--- src/rtl/oaum_pkg.sv ---
// Shared constants and helpers for the mantissa OAUM pipeline:
// correction-constant table, level clamp and internal sum width.
package oaum_pkg;

    localparam int SUM_INT_W = 3;
    // Widest legal sum: 3 integer bits + 32 fraction bits + 4 levels.
    localparam int MAX_SUM_W = SUM_INT_W + 32 + 4;

    function automatic int oaum_sum_w(input int mw, input int max_lvl);
        return SUM_INT_W + mw + max_lvl;
    endfunction

    function automatic int oaum_clamp_lvl(input int lvl, input int max_lvl);
        return (lvl > max_lvl) ? max_lvl : lvl;
    endfunction

    // C[0] = 0, C[l] = 2^-(2l), expressed with frac_w fraction bits.
    function automatic logic [MAX_SUM_W-1:0] oaum_c_val(input int lvl, input int frac_w);
        if (lvl <= 0) return '0;
        return MAX_SUM_W'(1) << (frac_w - 2 * lvl);
    endfunction

endpackage

--- src/rtl/oaum_csa_tree.sv ---
// Combinational 3:2 carry-save reduction of N W-bit terms into sum/carry
// vectors. Arithmetic is modulo 2^W; callers size W so the true sum fits.
module oaum_csa_tree #(
    parameter int W = 8,
    parameter int N = 3
) (
    input  logic [N-1:0][W-1:0] i_terms,
    output logic [W-1:0]        o_sum,
    output logic [W-1:0]        o_carry
);

    logic [W-1:0] w_s;
    logic [W-1:0] w_c;
    logic [W-1:0] w_t;

    always_comb begin
        w_s = i_terms[0];
        w_c = i_terms[1];
        w_t = '0;
        for (int k = 2; k < N; k++) begin
            w_t = w_s ^ w_c ^ i_terms[k];
            w_c = ((w_s & w_c) | (w_s & i_terms[k]) | (w_c & i_terms[k])) << 1;
            w_s = w_t;
        end
    end

    assign o_sum   = w_s;
    assign o_carry = w_c;

endmodule

--- src/rtl/mantissa_oaum_pipe.sv ---
// Two-stage approximate mantissa adder: CSA reduction, then CPA + normalise.
// Define OAUM_ROUND_EN for round-half-up (saturating) instead of truncation.
module mantissa_oaum_pipe
    import oaum_pkg::*;
#(
    parameter int MANTISSA_WIDTH = 15,
    parameter int MAX_LEVEL      = 2,
    parameter int LVL_W          = 3
) (
    input  logic                      clk,
    input  logic                      rst,
    input  logic                      in_valid,
    output logic                      in_ready,
    input  logic [MANTISSA_WIDTH-1:0] mantissa_x,
    input  logic [MANTISSA_WIDTH-1:0] mantissa_y,
    input  logic [LVL_W-1:0]          acc_lvl,
    output logic                      out_valid,
    input  logic                      out_ready,
    output logic [MANTISSA_WIDTH-1:0] mantissa_out,
    output logic [1:0]                shift,
    output logic                      busy
);

    localparam int MW = MANTISSA_WIDTH;
    localparam int FW = MW + MAX_LEVEL;
    localparam int SW = oaum_sum_w(MW, MAX_LEVEL);
    localparam int NT = 2 * MAX_LEVEL + 3;

    logic                r_s1_valid;
    logic [SW-1:0]       r_s1_sum;
    logic [SW-1:0]       r_s1_carry;
    logic                r_out_valid;
    logic [MW-1:0]       r_mant;
    logic [1:0]          r_shift;

    logic                w_s2_load;
    logic                w_s1_load;
    int                  w_le;
    logic [NT-1:0][SW-1:0] w_terms;
    logic [SW-1:0]       w_csa_sum;
    logic [SW-1:0]       w_csa_carry;
    logic [1:0]          w_shift;
    logic [MW-1:0]       w_mant;
    logic [MW-1:0]       w_mant_fin;

    assign w_s2_load = !r_out_valid || out_ready;
    assign w_s1_load = !r_s1_valid || w_s2_load;
    assign in_ready  = w_s1_load;

    // Disabled levels contribute zero so the tree shape is fixed by MAX_LEVEL.
    always_comb begin
        w_le    = oaum_clamp_lvl(int'(acc_lvl), MAX_LEVEL);
        w_terms = '0;
        w_terms[0] = SW'(mantissa_x) << MAX_LEVEL;
        w_terms[1] = SW'(mantissa_y) << MAX_LEVEL;
        for (int l = 1; l <= MAX_LEVEL; l++) begin
            if (l <= w_le) begin
                w_terms[2*l]   = SW'(mantissa_x) << (MAX_LEVEL - l);
                w_terms[2*l+1] = SW'(mantissa_y) << (MAX_LEVEL - l);
            end
        end
        w_terms[NT-1] = SW'(oaum_c_val(w_le, FW));
    end

    oaum_csa_tree #(.W(SW), .N(NT)) u_csa (
        .i_terms (w_terms),
        .o_sum   (w_csa_sum),
        .o_carry (w_csa_carry)
    );

    // Window = 3 integer bits + MW fraction bits (+ round bit when rounding).
`ifdef OAUM_ROUND_EN
    localparam int RB = 1;
    localparam int WIN_W = MW + 4;
    logic [WIN_W-1:0] w_win;
    assign w_win = WIN_W'(({r_s1_sum, 1'b0} + {r_s1_carry, 1'b0}) >> MAX_LEVEL);
`else
    localparam int RB = 0;
    localparam int WIN_W = MW + 3;
    logic [WIN_W-1:0] w_win;
    assign w_win = WIN_W'((r_s1_sum + r_s1_carry) >> MAX_LEVEL);
`endif

    always_comb begin
        if (w_win[WIN_W-1])      w_shift = 2'd2;
        else if (w_win[WIN_W-2]) w_shift = 2'd1;
        else                     w_shift = 2'd0;
        case (w_shift)
            2'd2:    w_mant = w_win[RB+2 +: MW];
            2'd1:    w_mant = w_win[RB+1 +: MW];
            default: w_mant = w_win[RB +: MW];
        endcase
    end

`ifdef OAUM_ROUND_EN
    logic          w_rbit;
    logic [MW:0]   w_rnd;
    always_comb begin
        case (w_shift)
            2'd2:    w_rbit = w_win[2];
            2'd1:    w_rbit = w_win[1];
            default: w_rbit = w_win[0];
        endcase
        w_rnd      = {1'b0, w_mant} + {{MW{1'b0}}, w_rbit};
        w_mant_fin = w_rnd[MW] ? {MW{1'b1}} : w_rnd[MW-1:0];
    end
`else
    assign w_mant_fin = w_mant;
`endif

    always_ff @(posedge clk) begin
        if (rst) begin
            r_s1_valid  <= 1'b0;
            r_out_valid <= 1'b0;
            r_mant      <= '0;
            r_shift     <= '0;
        end else begin
            if (w_s1_load) r_s1_valid <= in_valid;
            if (w_s2_load) begin
                r_out_valid <= r_s1_valid;
                if (r_s1_valid) begin
                    r_mant  <= w_mant_fin;
                    r_shift <= w_shift;
                end
            end
        end
    end

    always_ff @(posedge clk) begin
        if (w_s1_load && in_valid) begin
            r_s1_sum   <= w_csa_sum;
            r_s1_carry <= w_csa_carry;
        end
    end

    assign out_valid    = r_out_valid;
    assign mantissa_out = r_mant;
    assign shift        = r_shift;
    assign busy         = r_s1_valid || r_out_valid;

endmodule

--- config.mk ---
export PLATFORM = sky130hd
export DESIGN_NAME = mantissa_oaum_pipe
export DESIGN_NICKNAME = d
export VERILOG_FILES = /design/src/rtl/oaum_pkg.sv /design/src/rtl/oaum_csa_tree.sv /design/src/rtl/mantissa_oaum_pipe.sv
export SDC_FILE = /design/constraint.sdc
export NUM_CORES = 1
export LEC_CHECK = 0
export CORE_MARGIN = 2
export CORE_UTILIZATION = 47
export DETAILED_ROUTE_END_ITERATION = 16
export HOLD_SLACK_MARGIN = 0.06
export PLACE_DENSITY = 0.68
export SLEW_MARGIN = 20
export SYNTH_ARGS = -nofsm -noshare
export SYNTH_HDL_FRONTEND = slang
export SYNTH_SLANG_ARGS = --single-unit
--- constraint.sdc ---
create_clock -name clk -period 10.95 [get_ports clk]
set_input_delay 2.19 -clock clk [delete_from_list [all_inputs] [get_ports clk]]
set_output_delay 2.19 -clock clk [all_outputs]
set_load 0.05 [all_outputs]
**Power grid**

Bar = 20 µm. Pins as bars on the die edge.
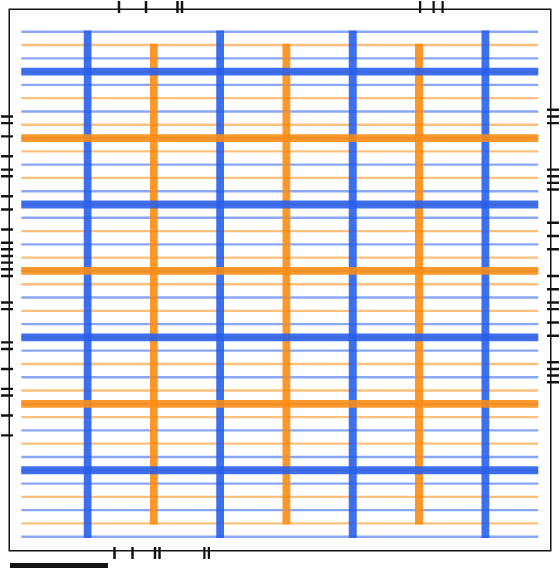
| color | net |
|---|---|
| orange | VDD |
| blue | VSS |
signal pins: 57
met4 straps: 7
rows: 38
met5 straps: 7

==> reports/metrics.cfg <==
[grt]
grt_antenna_before_repair=0
use_met3_pct=2.086
top_usage_layer=met2
overflow=0

[job]
maxCapViolations=0
warnings=31

[synth]
synthAdderAreaFrac_pct=33.40
mux_share_pct=0.1877
syn_area_um2=5334
netlist_instances=516
synth-edff-count=36
synth-simple-area-share_pct=15.65
syn_area_per_cell_um2=10.34
ys_types=58
async_flop_share_pct=0

[critical_path]
reg2reg_slack_ns=8.05
arrival_ns=6.30
required_ns=10.98
r2r_start=r_s1_sum[2]
critPathLaunchType=input port
crit_path_top_delay_cell=or3_1
cp-end-kind=flop
crit_chain=clkdlybuf4s50_1, or3_1, and2_1, fa_1, inv_1, fa_1, fa_1, inv_1, fa_1, fa_1
critical-path-top-delay-family=adder cells

[outcome]
outcome=finished clean

[finish]
layout_top_cell=inv_1
final_cell_mix=74 x inv_1, 64 x fa_1, 56 x clkdlybuf4s50_1, 42 x nand2_1, 40 x ha_1
antenna_cells=0
syn2layout_area_growth_pct=15.65

[routing]
drt_first_iter_violations=144
finalWirelength_mm=9.415
wl_met2_mm=4.485
m1WireLength_mm=4.509
wl_per_cell_um=13.24
top_layer=met4
route.met3.wl_um=276
final_antenna_net_count=0

[hold_path]
hp-class=reg -> reg
min_to=shift[0]

[clocking]
cts.sink_count=55
clk_pin_slew_ns=0.07
worstSkewPairLatency_ns=0.29
clock_path_buffers=2

[floorplan]
dieArea_um2=12220
core_um2=10940
io_pins=57

[final_timing]
fin_setup_tns_ns=0
rsz0062_at_grt=false
final-max-slew-violation-count=0
relSlewSlack_pct=48.64
fin_ws_ns=4.681

[pwr]
ir_drop_v=0.0001264

**Cells colored by class**

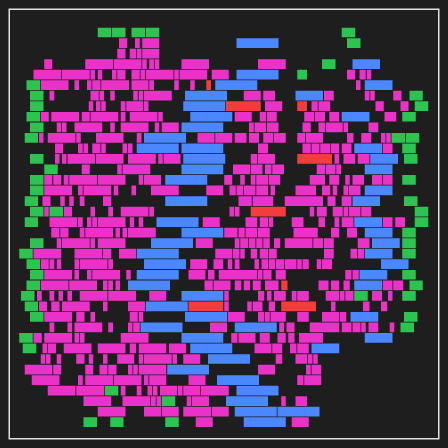
| color | class | cells | share of their area |
|---|---|---|---|
| green | remaining buffers and delay cells | 57 | 9.5% |
| red | clock drivers and dummy loads | 8 | 2.4% |
| blue | registers | 55 | 24% |
| magenta | remaining logic cells | 451 | 64% |

==> how the worst max path moves through the flow <==
stage	end	cells after the start	slack, ns	startpoint
3_3_place_gp	r_s1_sum[13]	10	4.47	acc_lvl[2]
4_1_cts	r_s1_sum[5]	10	4.65	acc_lvl[2]
2_1_floorplan	r_s1_sum[13]	11	5.07	acc_lvl[2]
5_1_grt	r_s1_sum[3]	10	4.52	acc_lvl[2]
3_5_place_dp	r_s1_sum[13]	10	4.34	acc_lvl[2]
6_report	r_s1_sum[5]	10	4.68	acc_lvl[2]
==> sequential cells by signal (all words and copies together), names as in the netlist <==
signal,flops
shift,2
r_s1_carry,18
out_valid,1
mantissa_out,15
r_s1_valid,1
r_s1_sum,18
==> power by group <==
group          internal [W]  total, W  switching [W]
clock             0.0000845  0.000153      0.0000686
combinational      0.000416   0.00102       0.000608
sequential         0.000319  0.000343      0.0000245
==> layout make-up <==
type                            count  area, µm²  share of cell area, %
Sequential cell                    55       1461                  23.69
Timing Repair Buffer               57      568.0                  9.209
Inverter                           74      277.8                  4.503
Clock buffer                        6      128.9                  2.089
Tap cell                          140      175.2                  2.840
Multi-Input combinational cell    377       3545                  57.46
Clock inverter                      2      12.51                 0.2028
==> synth_stat cells, drive strengths merged (12+ instances only) <==
cell	count	area, µm²
nand2	43	163.9
a211oi	14	147.6
edfxtp	36	1081
a21oi	16	91.34
o211ai	14	123.9
and2	32	200.2
dfxtp	19	380.4
o21ai	13	65.06
clkbuf	12	45.04
nor2	33	131.4
ha	40	500.5
fa	64	1281
inv	74	277.8
==> tightest hold or removal path, delay by kind of cell (launching register included) <==
| family | cells | cell delay, ns |
|---|---|---|
| AND-OR/OR-AND | 1 | 0.06 |
| AND/OR/NAND/NOR | 1 | 0.05 |
| flip-flops | 1 | 0.31 |
No activity file was given, so power comes from the tool's default toggle rates.
